[config.mk]
export PLATFORM = sky130hd
export DESIGN_NAME = x_bus_arb2
export DESIGN_NICKNAME = d
export VERILOG_FILES = /design/src/rtl/x_bus_arb2.sv
export SDC_FILE = /design/constraint.sdc
export NUM_CORES = 1
export LEC_CHECK = 0
export ABC_AREA = 0
export CORE_AREA = 3 3 116 118
export CTS_CLUSTER_DIAMETER = 50
export CTS_CLUSTER_SIZE = 30
export DETAILED_ROUTE_END_ITERATION = 8
export DIE_AREA = 0 0 119 121
export PLACE_DENSITY = 0.71
export SYNTH_ARGS = -nofsm -noshare
export SYNTH_HDL_FRONTEND = slang
export SYNTH_SLANG_ARGS = --single-unit
export TNS_END_PERCENT = 5
[constraint.sdc]
create_clock -name i_clk -period 2.9 [get_ports i_clk]
set_input_delay 0.58 -clock i_clk [delete_from_list [all_inputs] [get_ports i_clk]]
set_output_delay 0.58 -clock i_clk [all_outputs]
set_load 0.02 [all_outputs]
[src/rtl/x_bus_arb2.sv]
// Two-master arbiter for the rv32i valid/accept memory bus: whole-transaction grants,
// round-robin priority, and a per-transaction timeout that completes with ERR_DATA.
module x_bus_arb2 #(
   parameter int unsigned TIMEOUT  = 255,
   parameter logic [31:0] ERR_DATA = 32'hDEAD_BEEF
) (
   input  logic        i_clk,
   input  logic        i_nrst,
   input  logic        i_m0_valid,
   input  logic        i_m0_rnw,
   input  logic [31:0] i_m0_addr,
   input  logic [31:0] i_m0_data,
   output logic        o_m0_accept,
   output logic [31:0] o_m0_data,
   input  logic        i_m1_valid,
   input  logic        i_m1_rnw,
   input  logic [31:0] i_m1_addr,
   input  logic [31:0] i_m1_data,
   output logic        o_m1_accept,
   output logic [31:0] o_m1_data,
   output logic        o_s_valid,
   output logic        o_s_rnw,
   output logic [31:0] o_s_addr,
   output logic [31:0] o_s_data,
   input  logic        i_s_accept,
   input  logic [31:0] i_s_data,
   output logic        o_timeout,
   input  logic        i_timeout_clr,
   output logic [2:0]  o_dbg_state
);

   localparam logic [0:0] ST_IDLE = 1'b0;
   localparam logic [0:0] ST_BUSY = 1'b1;

   localparam int unsigned CW = (TIMEOUT < 1) ? 1 : $clog2(TIMEOUT + 1);
   localparam logic [CW-1:0] CNT_LAST = (TIMEOUT == 0) ? '0 : CW'(TIMEOUT - 1);
   localparam logic TO_EN = (TIMEOUT != 0);

   // Valid/accept handshake: a master holds valid with stable fields until its accept
   // pulses for one cycle; accept means the transaction is complete and read data is valid.

   logic [0:0]    state_q, state_d;
   logic          gnt_q, gnt_d;
   logic          prio_q, prio_d;
   logic [CW-1:0] cnt_q, cnt_d;
   logic          to_q, to_d;

   logic busy;
   logic m0_sel, m1_sel;
   logic m0_live, m1_live;
   logic to_fire;
   logic to_set;

   always_comb begin
      busy    = (state_q == ST_BUSY);
      m0_sel  = busy & ~gnt_q;
      m1_sel  = busy & gnt_q;
      m0_live = m0_sel & i_m0_valid;
      m1_live = m1_sel & i_m1_valid;
      to_fire = TO_EN & (cnt_q == CNT_LAST) & ~i_s_accept;
      to_set  = (m0_live | m1_live) & to_fire;
   end

   // Per-master paths are kept separate so nothing of one master reaches the other's outputs.
   always_comb begin
      o_s_valid = m0_live | m1_live;
      o_s_rnw   = (m0_sel & i_m0_rnw) | (m1_sel & i_m1_rnw);
      o_s_addr  = m0_sel ? i_m0_addr : (m1_sel ? i_m1_addr : 32'h0);
      o_s_data  = m0_sel ? i_m0_data : (m1_sel ? i_m1_data : 32'h0);

      o_m0_accept = m0_live & (i_s_accept | to_fire);
      o_m1_accept = m1_live & (i_s_accept | to_fire);
      o_m0_data   = m0_sel ? ((m0_live & to_fire) ? ERR_DATA : i_s_data) : 32'h0;
      o_m1_data   = m1_sel ? ((m1_live & to_fire) ? ERR_DATA : i_s_data) : 32'h0;

      o_timeout   = to_q;
      o_dbg_state = {prio_q, gnt_q, state_q};
   end

   always_comb begin
      state_d = state_q;
      gnt_d   = gnt_q;
      prio_d  = prio_q;
      cnt_d   = cnt_q;
      to_d    = (to_q & ~i_timeout_clr) | to_set;

      case (state_q)
         ST_IDLE: begin
            if (i_m0_valid | i_m1_valid) begin
               gnt_d   = (i_m0_valid & i_m1_valid) ? prio_q : i_m1_valid;
               state_d = ST_BUSY;
               cnt_d   = '0;
            end
         end
         default: begin
            if (!(m0_live | m1_live)) begin
               // Granted master withdrew its request: drop it without completing.
               state_d = ST_IDLE;
            end else if (i_s_accept | to_fire) begin
               state_d = ST_IDLE;
               prio_d  = ~gnt_q;
            end else begin
               cnt_d = cnt_q + CW'(1'b1);
            end
         end
      endcase
   end

   always_ff @(posedge i_clk or negedge i_nrst) begin
      if (!i_nrst) begin
         state_q <= ST_IDLE;
         gnt_q   <= 1'b0;
         prio_q  <= 1'b0;
         cnt_q   <= '0;
         to_q    <= 1'b0;
      end else begin
         state_q <= state_d;
         gnt_q   <= gnt_d;
         prio_q  <= prio_d;
         cnt_q   <= cnt_d;
         to_q    <= to_d;
      end
   end

endmodule

==> images/io_fan.png <==
Scale bar: 20 um.
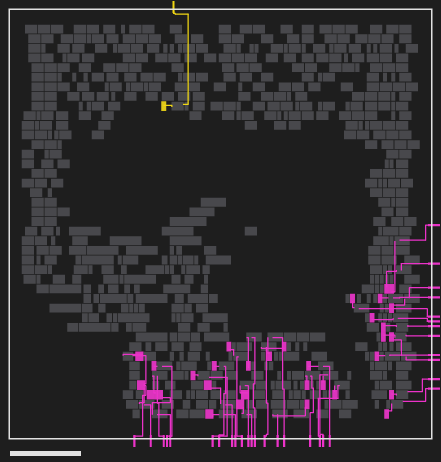
[o_s_rnw] yellow | bits: 1 | direction: output | edge: top | end cells: 1 | wire: 34.5 um
[o_m1_data] magenta | bits: 32 | direction: output | edge: 20 bottom, 12 right | end cells: 32 | wire: 664 um

==> images/logic_types.png <==
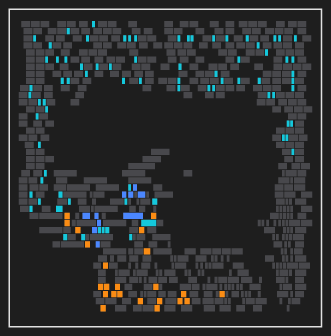
[nor cells] cyan | cells: 78
[and/or cells] orange | cells: 23
[aoi and oai cells] blue | cells: 10
logic share of the area: 31.2%
most numerous logic cell after layout: clkdlybuf4s50_1
non-filler cells, final: 802

==> images/layer_met3.png <==
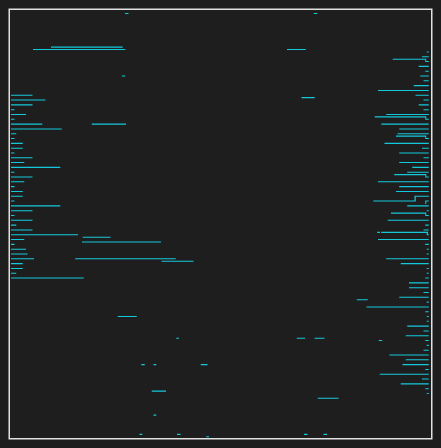
nets with wire on the layer: 130
longest straight run: 28.1 um
share of all routed wire: 6.3%
main direction: horizontal
wire length on this layer: 749 um
DRT Wirelength: 11900 um
met3 Usage GRT: 3.17%
routed vias: 3428

==> impl_metrics.py <==
# Auto-generated metrics
metrics = {
    "run_status": {
        "status": "completed",
    },
    "finish": {
        "nNetsFinal": 801,
        "fin_util_pct": 45.1,
        "finalInstanceArea_sq_um": 5670,
        "comb_area_sq_um": 1770,
        "area_growth_pct": 154,
        "fillers": 1228,
        "seq_area_sq_um": 304,
        "num_antenna_cells": 0,
        "drive_gt1_share_pct": 4.29,
    },
    "synthesis": {
        "synth_top_cell_by_count": "nand2_1",
        "synth_area_sq_um": 2230,
        "synthDistinctLibCells": 37,
        "top_cells_by_count": "nand2_1 (101), nor2_1 (71), mux2i_1 (66)",
        "flop_cell": "dfrtp_1",
        "yosysCellCount": 345,
        "edf_count": 0,
        "synth_flops": 12,
        "fp_nets": 515,
        "yosysTopAreaCell": "mux2i_1",
        "ys_seq_share_pct": 13.4,
        "synthArstFlopShare_pct": 100,
        "yosysChipArea_sq_um": 2230,
        "synth.area.top_cells": "mux2i_1 (30%), nand2_1 (17%), dfrtp_1 (13%)",
        "avgSynthCellArea_sq_um": 6.47,
        "top_cell_area_share_pct": 29.6,
        "yosys_warnings": 0,
        "syn_inst": 345,
    },
    "global_route": {
        "grt_max_degree": 69,
        "antenna_found_initial": 0,
        "overflow": 0,
        "grt_pass1_vias": 3289,
        "grt_first_pass_wirelength_um": 17400,
    },
    "run": {
        "tool_warnings": 27,
        "max-cap-violations": 0,
    },
    "die": {
        "core_sq_um": 12600,
        "die_w_um": 119,
        "rows": 41,
        "die_area_sq_um": 14400,
        "fp_util_pct": 17.8,
        "boundaryPins": 304,
        "die-height_um": 121,
    },
    "route": {
        "drc_errors": 0,
        "drtIter0Drc": 169,
        "vias_per_cell": 4.27,
        "drt_pass1_iterations": 4,
        "final_antenna_net_count": 0,
    },
    "timing": {
        "setup_violations": 0,
        "max_freq_mhz": 347,
        "hold_violations": 0,
        "worstMarginPinSlew_ns": 0.540,
        "whs_ns": 0.503,
        "finalClockPeriodUsage_pct": 99.3,
        "final-max-slew-violation-count": 0,
        "finalClockSkew_ns": 0.00328,
        "min_period_ns": 2.88,
        "slew_headroom_pct": 63.9,
        "fin_tns_setup_ns": 0,
    },
    "setup_path": {
        "cp-start-kind": "primary input",
        "cp.required_ns": 2.32,
        "reg2reg_depth": 7,
        "arrival_ns": 2.30,
        "critPathMaxFanout": 33,
        "crit_type": "in2out",
        "end_kind": "output port",
    },
    "clock_tree": {
        "cts_max_level": 1,
        "insertion_delay_ns": 0.24,
        "cts_setup_buffers": 0,
        "cts_num_sinks": 12,
        "cts_tree": "built",
        "numCtsBuffers": 3,
        "clock_path_buffers": 2,
        "clk_pin_slew_worst_paths_ns": 0.04,
        "cts-root-buf": "clkbuf_16",
    },
    "pwr": {
        "leakagePower_nw": 3.48,
        "ir_worst_vdd_v": 0.000411,
        "p_per_area_nw_per_um2": 665,
    },
    "placed_design": {
        "gp_congestion": 0.827,
        "dp_hpwl_um": 9820,
        "placed_cell_area_sq_um": 5470,
        "port_buffers": 303,
    },
    "worst_hold_path": {
        "hold_class": "reg2reg",
        "hold_depth": 2,
    },
}
==> images/detail.png <==
Scale bar: 10 um. Region (17, 18) to (42, 43) um. Cells in gray, sequential cells in the stronger gray; small squares are vias.
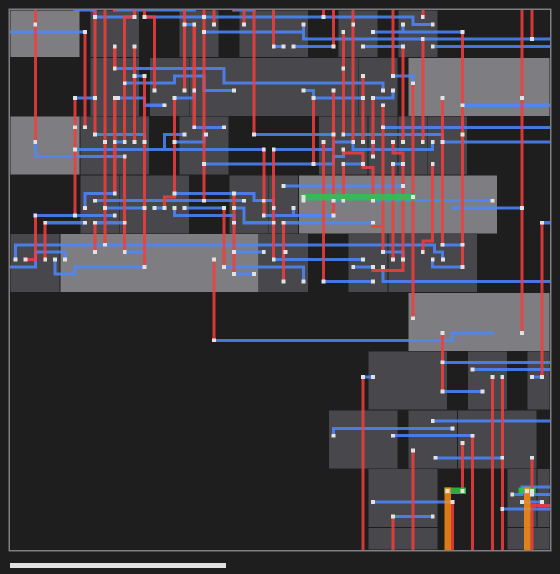
[metal 3] green
[metal 1] blue
[metal 2] red
[metal 4] orange
cells with their middle in the window: 34
sequential cells in the window: 4
netlist names of flops here include: cnt_q (3), o_timeout (1)
most frequent: and3_1 (5), nand3_1 (4), dfrtp_1 (4)

==> images/congestion.png <==
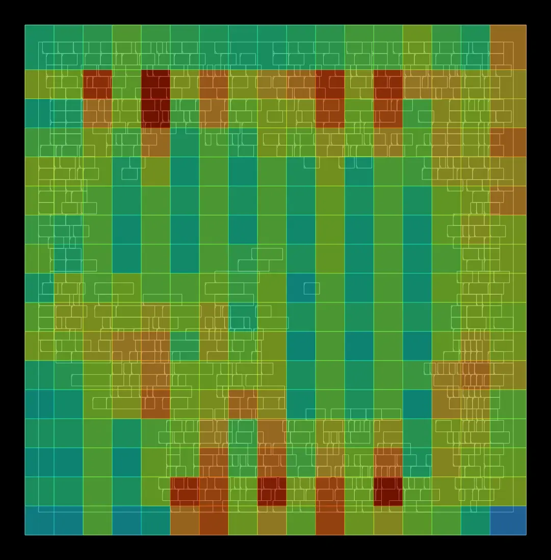
global route hottest layer: met2
M2 GR Usage: 27.0%
Total Routing Usage GR: 14.5%
Avg WL per Cell: 14.8 um

[cells in the final DEF, fill, tap and decap left out, types with 2 or more instances in the layout]
cell	instances
clkdlybuf4s50_1	247
nand2_1	101
nor2_1	71
mux2i_1	66
dlymetal6s2s_1	48
and3_1	20
dfrtp_1	11
dlygate4sd2_1	8
nand3_1	5
buf_12	5
nor3_1	4
buf_4	4
a211o_1	3
o21ai_0	3
clkbuf_16	3
inv_1	2
nand3_2	2
inv_2	2
a221o_2	2
a21oi_1	2
a31oi_1	2
ha_1	2
[registers in the layout, indices dropped and copies added (netlist names)]
name / cells
gnt_q: 1
cnt_q: 8
prio_q: 1
o_timeout: 1
busy: 1
[power breakdown]
group / leakage (nW) / internal [W] / switching [W]
clock network: 0.0442 / 0.000208 / 0.0000700
registers: 0.157 / 0.000204 / 0.0000536
logic: 3.28 / 0.00155 / 0.00168
[through the flow]
stage          cells  total power, W  worst slack, ns
2_1_floorplan    345         0.00206            0.802
6_report         802         0.00377           0.0196
4_1_cts          802         0.00385          0.00138
5_1_grt          802         0.00400          -0.0377
3_5_place_dp     798         0.00357          -0.0285
3_3_place_gp     798         0.00353           0.0195
[final timing paths]
kind                            slack [ns]       endpoint       start
worst min-delay path                  0.50      o_timeout   o_timeout
worst max register to register        1.11       cnt_q[6]    cnt_q[0]
worst max-delay path                  0.02  o_m0_data[13]  i_s_accept
max in group asynchronous             1.80          gnt_q      i_nrst
min in group asynchronous             0.70      o_timeout      i_nrst
worst min register to register        0.50      o_timeout   o_timeout
[cell families after synthesis]
| family | after synthesis | share of synthesized area (%) |
|---|---|---|
| adders and majority gates | 2 | 1.12 |
| muxes | 67 | 30.1 |
| and+or+nand+nor | 211 | 40.9 |
| DFF | 12 | 13.4 |
| buffers and inverters | 35 | 7.28 |
| AOI/OAI and AO/OA | 18 | 7.17 |
[timing repair]
action	CTS	global route
endpoints found under the setup margin	8	48
cloned	0	0
hold buffers	0	0
gates resized	8	48
[worst max-delay path: stages]
cell and delay [ns]:
clkdlybuf4s50_1 0.47, nor3_4 0.24, nand3_2 0.12, buf_12 0.19, nand2_1 0.08, clkdlybuf4s50_1 0.61
[cell type report]
cell class                 instances  area share, %
timing repair buffer             312           57.8
clock buffer                       4           1.57
tap                              172           3.80
sequential                        12           5.37
multi-input combinational        298           31.2
inverter                           4          0.265
[routing by layer]
layer	wire (um)	part of all wire [%]	global-route usage (%)	up-vias
met2	6320	53	27.0	151
met3	748	6.3	3.17	22
met5	0	0	0	-
li1	-	-	-	1712
met1	4560	38	17.0	1543
met4	241	2.0	2.75	0
Power is estimated from default activity; no workload was simulated.
